[config.mk]
export PLATFORM = sky130hd
export DESIGN_NAME = multicycle_datapath
export DESIGN_NICKNAME = d
export VERILOG_FILES = /design/src/rtl/multicycle_datapath.sv
export SDC_FILE = /design/constraint.sdc
export NUM_CORES = 2
export LEC_CHECK = 0
export ABC_AREA = 1
export CORE_MARGIN = 3
export CORE_UTILIZATION = 25
export DETAILED_ROUTE_END_ITERATION = 10
export PLACE_DENSITY_LB_ADDON = 0.12
export SYNTH_ARGS = -nofsm -noshare
export SYNTH_HDL_FRONTEND = slang
export SYNTH_SLANG_ARGS = --single-unit
[constraint.sdc]
create_clock -name clk -period 65.2 [get_ports clk]
set_input_delay 9.78 -clock clk [delete_from_list [all_inputs] [get_ports clk]]
set_output_delay 9.78 -clock clk [all_outputs]
set_load 0.01 [all_outputs]
[src/rtl/multicycle_datapath.sv]
// Multi-cycle R-type datapath: FETCH/DECODE/EXECUTE/WRITEBACK with HALT and a retire strobe.
// Define IMM_OPS_EN to add addi/andi/ori; otherwise those opcodes are flagged illegal.
module multicycle_datapath #(
    parameter int unsigned DATA_W  = 32,
    parameter int unsigned REG_AW  = 5,
    parameter int unsigned PC_STEP = 4
) (
    input  logic              clk,
    input  logic              reset,
    output logic [DATA_W-1:0] imem_addr,
    input  logic [31:0]       imem_rdata,
    output logic [DATA_W-1:0] Dout,
    output logic              retire,
    output logic              halted,
    output logic              illegal
);

    localparam int unsigned NumRegs = 2 ** REG_AW;

    typedef enum logic [2:0] {StFetch, StDecode, StExecute, StWriteback, StHalt} state_e;

    state_e             state_q, state_d;
    logic [DATA_W-1:0]  pc_q;
    logic [31:0]        ir_q;
    logic [DATA_W-1:0]  a_q, b_q, alu_q;
    logic [DATA_W-1:0]  regs_q [NumRegs];

    logic [5:0]         op, funct;
    logic [REG_AW-1:0]  rs, rt, rd, dest;
    logic [DATA_W-1:0]  rf_a, rf_b, alu_res;
    logic               supported, reg_we;
    logic               unused_ir;

    assign op        = ir_q[31:26];
    assign funct     = ir_q[5:0];
    assign rs        = ir_q[21 +: REG_AW];
    assign rt        = ir_q[16 +: REG_AW];
    assign rd        = ir_q[11 +: REG_AW];
    assign unused_ir = ^ir_q;

    // R0 is never stored; reads of it are forced to zero.
    assign rf_a = (rs == '0) ? '0 : regs_q[rs];
    assign rf_b = (rt == '0) ? '0 : regs_q[rt];

    always_comb begin
        state_d = state_q;
        case (state_q)
            StFetch:     state_d = StDecode;
            StDecode:    state_d = (ir_q == 32'hFFFF_FFFF) ? StHalt : StExecute;
            StExecute:   state_d = StWriteback;
            StWriteback: state_d = StFetch;
            StHalt:      state_d = StHalt;
            default:     state_d = StFetch;
        endcase
    end

    // Decode and ALU; IR stays stable from DECODE through WRITEBACK.
    always_comb begin
        alu_res   = '0;
        supported = 1'b0;
        dest      = rd;
        case (op)
            6'h00: begin
                supported = 1'b1;
                case (funct)
                    6'h20:   alu_res = a_q + b_q;
                    6'h22:   alu_res = a_q - b_q;
                    6'h24:   alu_res = a_q & b_q;
                    6'h25:   alu_res = a_q | b_q;
                    6'h26:   alu_res = a_q ^ b_q;
                    6'h27:   alu_res = ~(a_q | b_q);
                    6'h2A:   alu_res = DATA_W'($signed(a_q) < $signed(b_q));
                    default: supported = 1'b0;
                endcase
            end
`ifdef IMM_OPS_EN
            6'h08: begin
                supported = 1'b1;
                dest      = rt;
                alu_res   = a_q + DATA_W'($signed(ir_q[15:0]));
            end
            6'h0C: begin
                supported = 1'b1;
                dest      = rt;
                alu_res   = a_q & DATA_W'(ir_q[15:0]);
            end
            6'h0D: begin
                supported = 1'b1;
                dest      = rt;
                alu_res   = a_q | DATA_W'(ir_q[15:0]);
            end
`endif
            default: supported = 1'b0;
        endcase
    end

    assign reg_we = (state_q == StWriteback) && supported && (dest != '0);

    always_ff @(posedge clk or posedge reset) begin
        if (reset) begin
            state_q <= StFetch;
            pc_q    <= '0;
            ir_q    <= '0;
            a_q     <= '0;
            b_q     <= '0;
            alu_q   <= '0;
        end else begin
            state_q <= state_d;
            case (state_q)
                StFetch:     ir_q <= imem_rdata;
                StDecode: begin
                    a_q <= rf_a;
                    b_q <= rf_b;
                end
                StExecute:   alu_q <= alu_res;
                StWriteback: pc_q <= pc_q + DATA_W'(PC_STEP);
                default: ;
            endcase
        end
    end

    always_ff @(posedge clk or posedge reset) begin
        if (reset) begin
            for (int i = 0; i < NumRegs; i++) regs_q[i] <= '0;
        end else if (reg_we) begin
            regs_q[dest] <= alu_q;
        end
    end

    assign imem_addr = pc_q;
    assign Dout      = alu_q;
    assign retire    = (state_q == StWriteback);
    assign halted    = (state_q == StHalt);
    assign illegal   = retire && !supported && !unused_ir_dummy();

    function automatic logic unused_ir_dummy();
        return 1'b0;
    endfunction

endmodule

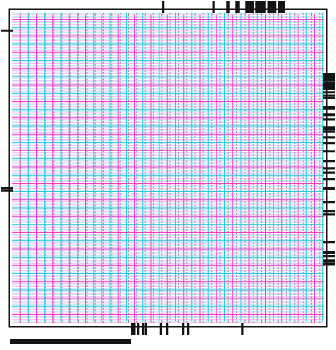
power_grid.png
The bar under the picture is 200 um long. Pins as bars on the die edge. Tap cells in grey.
| colour | net |
|---|---|
| cyan | VDD |
| magenta | VSS |
signal pins: 101
met5 straps: 37
tap cells: 3533
rows: 189
met4 straps: 38

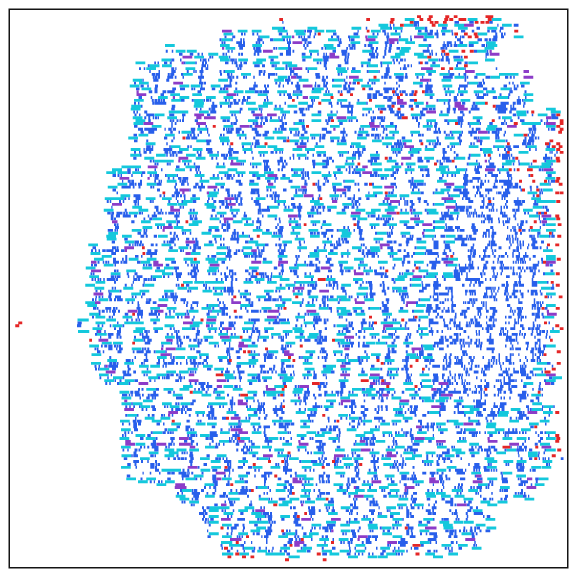
placement_by_type.png
| colour | class | cells | share of their area |
|---|---|---|---|
| red | other buffers and delay cells | 264 | 3.2% |
| cyan | flops | 1185 | 41% |
| purple | clock drivers and dummy loads | 273 | 7.1% |
| blue | combinational and other logic | 7251 | 48% |

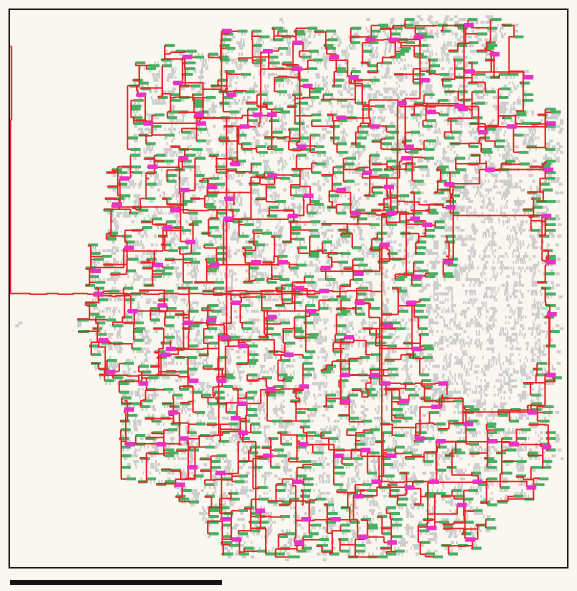
clk_routes.png
The bar under the picture is 200 um long.
[red] clock wires | length: 20.4 mm
[green] flip-flops | count: 1185
[magenta] clock drivers | count: 153
flops lie: all over the die
routed clock nets: 154
Final Skew: 50.4 ps
Late-Pin Clk Latency: 830 ps

==> flow_summary.yaml <==
# synthesis and place-and-route metrics
critical_path:
  cp-start-kind: "register"
  crit_path_end_kind: "output port"
  critPathMaxFanout: 6
  cp_data_required_time_ps: 55420
  critPathBufInv: 3
  critPathTopFamily: "simple AND/OR/NAND/NOR gates"
  worstPathCellList: "inv_1, nand3_1, nor2_1, nand3_1, nand3b_1, nand2_1, inv_1, nor2_1, clkdlybuf4s50_1"
  crit_type: "reg2out"
  slowest_stage: "clkdlybuf4s50_1"
  crit_arrival_ps: 2900
clock_tree:
  postCtsResizedCells: 0
  clockBufferDepth: 3
  hold_buffers: 0
  cts_tree: "done"
  post_cts_buffers: 0
  cts.clk_slew.worst_paths_ps: 60
  clockRootBuffer: "clkbuf_16"
  cts_sinks: 1185
  htreeDepth: 4
synthesis:
  ys_seq_elements: 1185
  syn_avg_cell_area_um2: 7.29
  ff_type: "dfrtp_1"
  syn-instance-count: 9218
  ys_warn_count: 0
  yosys-top-cells-area: "dfrtp_1, o21ai_0, nand2_1"
  synth_cell_types: 40
  synthArstFlopShare_pct: 100
  yosys_cells: 9218
  ys_area_um2: 67200
  synth_area_leader_cell: "dfrtp_1"
  common_cells: "nand2_1, o21ai_0, dfrtp_1"
  seq_area_frac_synth_pct: 44.1
  top_cell: "nand2_1"
  synth_top_area_share_pct: 44.1
  enable_flop_cells: 0
  syn_area_um2: 67200
final_timing:
  worst_pin_slew_ps: 1230
  timing.fmax_mhz: 78.9
  fin_crit_sh_pct: 19.4
  fin_tns_setup_ps: 0
  fin_ws_ps: 52520
  drv_slew: 0
  hold_viol: 0
  setup_viol: 0
  fin_crit_ps: 12680
  rsz0062_at_grt: "false"
die:
  die_h_um: 524
  dieArea_um2: 275000
  row_count: 189
  coreArea_um2: 266000
  die_w_um: 524
  initCoreUtil_pct: 25.2
  io_pins: 101
placed_design:
  place_congestion: 0.921
  dp_hpwl_um: 193000
  io_buffer_count: 98
  dpl_cell_area_um2: 71300
  pre_cts_ws_ps: 51650
pwr:
  p_sw_share_pct: 30.0
  p_clk_share_pct: 46.4
  p_switching_uw: 560
  cellLeakagePower_nw: 33.2
  internal_power_mw: 1.31
  power_mw: 1.87
  combPwrFrac_pct: 13.4
  p_seq_share_pct: 40.2
  power.density_nw_per_um2: 24.4
  ir_worst_vdd_uv: 24.8
detailed_routing:
  ant_nets: 0
  drt_iter0_markers: 6640
  wl_met1_um: 143000
  wl_met3_um: 19500
  wirelength_um: 313000
  drc: 0
  viasPerCell: 5.18
  met2_length_um: 141000
  top_layer_used: "met5"
  dr.pass1.iters: 8
run_status:
  status: "finished clean"
global_route:
  grt_pass1_wl_um: 452000
  grt_pass1_vias: 61500
  grt_max_degree: 153
  use_met1_pct: 31.0
  busiest_layer: "met2"
  use_met2_pct: 35.2
  grtUsageMet3_pct: 3.04
  antenna_found_initial: 24
  grt_remaining_overflow: 0
finish:
  finalInstanceArea_um2: 76400
  drive_above_1_share_pct: 5.49
  syn_to_final_growth_pct: 13.7
  nets: 9005
flow_run:
  warnings: 123
  drv_cap: 0
hold_path:
  min_path_type: "reg2reg"
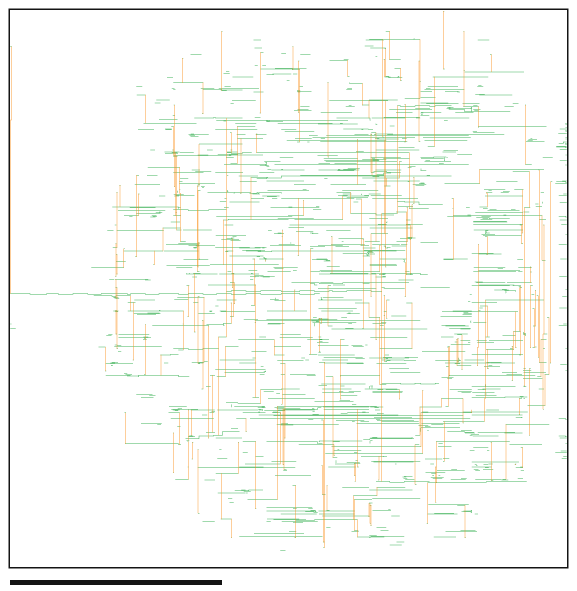
wires.png
The bar under the picture is 200 um long. Only two layers are drawn.
| colour | layer | wire length |
|---|---|---|
| green | metal 3 | 19500 um |
| orange | metal 4 | 9660 um |
GRT Resource Usage Total: 22.1%
vias post-DR: 64800
Avg WL per Cell: 25.0 um

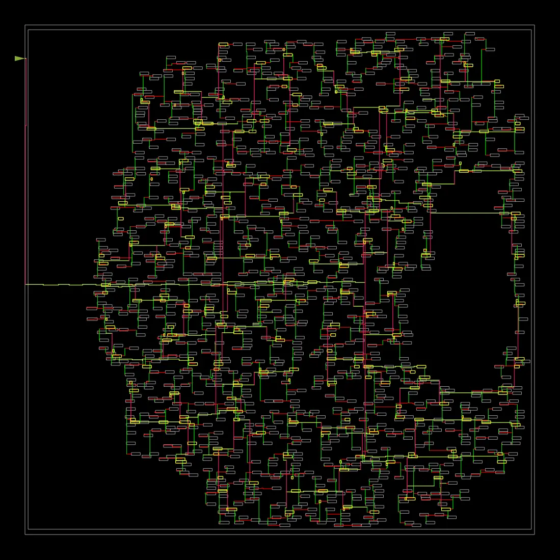
clocks.png
clock buf count: 233
seq_cells: 1185
Num CTS Buffers: 153

==> flip-flops by register name, summed over array words and instances (netlist names) <==
| register | flops |
|---|---|
| a_q | 32 |
| Dout | 32 |
| imem_addr | 30 |
| ir_q | 32 |
| b_q | 32 |
| regs_q | 1024 |
| state_q | 3 |
==> layout make-up <==
type / instances / area [um2]
tap: 3533 / 4420
antenna: 5 / 12.5
clock buffer: 233 / 4580
timing repair buffer: 264 / 2310
sequential: 1185 / 29700
clock inverter: 40 / 526
inverter: 831 / 3140
multi-input combinational: 6420 / 31700
fill: 29000 / 190000
==> final timing paths <==
| kind | start | endpoint | slack, ps | depth (start not counted) |
|---|---|---|---|---|
| setup / recovery | ir_q[0] | illegal | 52520 | 9 |
| setup reg to reg | ir_q[21] | a_q[6] | 60270 | 11 |
| hold / removal | regs_q[1000] | regs_q[1000] | 380 | 0 |
| min in group asynchronous | reset | regs_q[530] | 9480 | 2 |
| hold reg to reg | regs_q[1000] | regs_q[1000] | 380 | 0 |
| max in group asynchronous | reset | regs_q[925] | 52630 | 5 |
==> kinds of logic after synthesis <==
| kind of cell | after synthesis | synth area share [%] |
|---|---|---|
| and+or+nand+nor | 3208 | 19.4 |
| AOI/OAI and AO/OA | 3053 | 24.7 |
| buffers and inverters | 1614 | 9.03 |
| DFF | 1185 | 44.1 |
| adders and majority gates | 116 | 2.18 |
| xor gates and xnor gates | 27 | 0.352 |
| muxes | 14 | 0.227 |
| other | 1 | 0.00558 |
==> through the flow <==
step | cells | hold slack, ps | utilization [%]
after floorplan | 9219 | 429 | -
final | 12500 | 381 | 28.7
after CTS | 12500 | 381 | 28.7
after global routing | 12500 | 397 | 28.7
after detailed placement | 12200 | 368 | 26.8
after global placement | 12200 | 369 | 26.8
==> power by group through the flow <==
| stage | clock network (mW) | logic [mW] | registers, mW |
|---|---|---|---|
| floorplan | 0 | 0.153 | 0.760 |
| detailed placement | 0 | 0.248 | 0.764 |
| global placement | 0 | 0.248 | 0.763 |
| global route | 0.919 | 0.274 | 0.751 |
| CTS | 0.891 | 0.249 | 0.750 |
| finish | 0.867 | 0.250 | 0.750 |
==> cell usage in the layout (no fill, tap or decap), types with 15 or more instances in the layout <==
cell type        synthesis  layout
a211oi_1                22      22
a21oi_1                523     523
buf_4                    2     159
clkbuf_1               725      36
clkbuf_16                0     154
clkbuf_8                 0      43
clkdlybuf4s50_1          0      98
clkinv_2                 0      19
dfrtp_1               1185    1175
ha_1                   114     114
inv_1                  820     816
nand2_1               2212    2206
nand2_4                  0      30
nand3_1                507     507
nand4_1                 47      47
nor2_1                 356     350
nor3_1                  31      28
o2111ai_1               26      26
o211ai_1               287     287
o21ai_0               1898    1898
o21ai_1                104     104
o221ai_1                59      59
o22ai_1                115     115
xor2_1                  15      15
==> worst register-to-register path, cell delays in order, from the launching register on <==
cell and delay (ps):
dfrtp_4 690, buf_4 570, buf_4 660, buf_12 630, buf_4 780, a21oi_1 200
o21ai_0 110, o21ai_0 110, o211ai_1 230, nand4_1 230, nand3_1 410, o21ai_0 160
Power figures rest on the tool's default switching activity, not on a simulated workload.
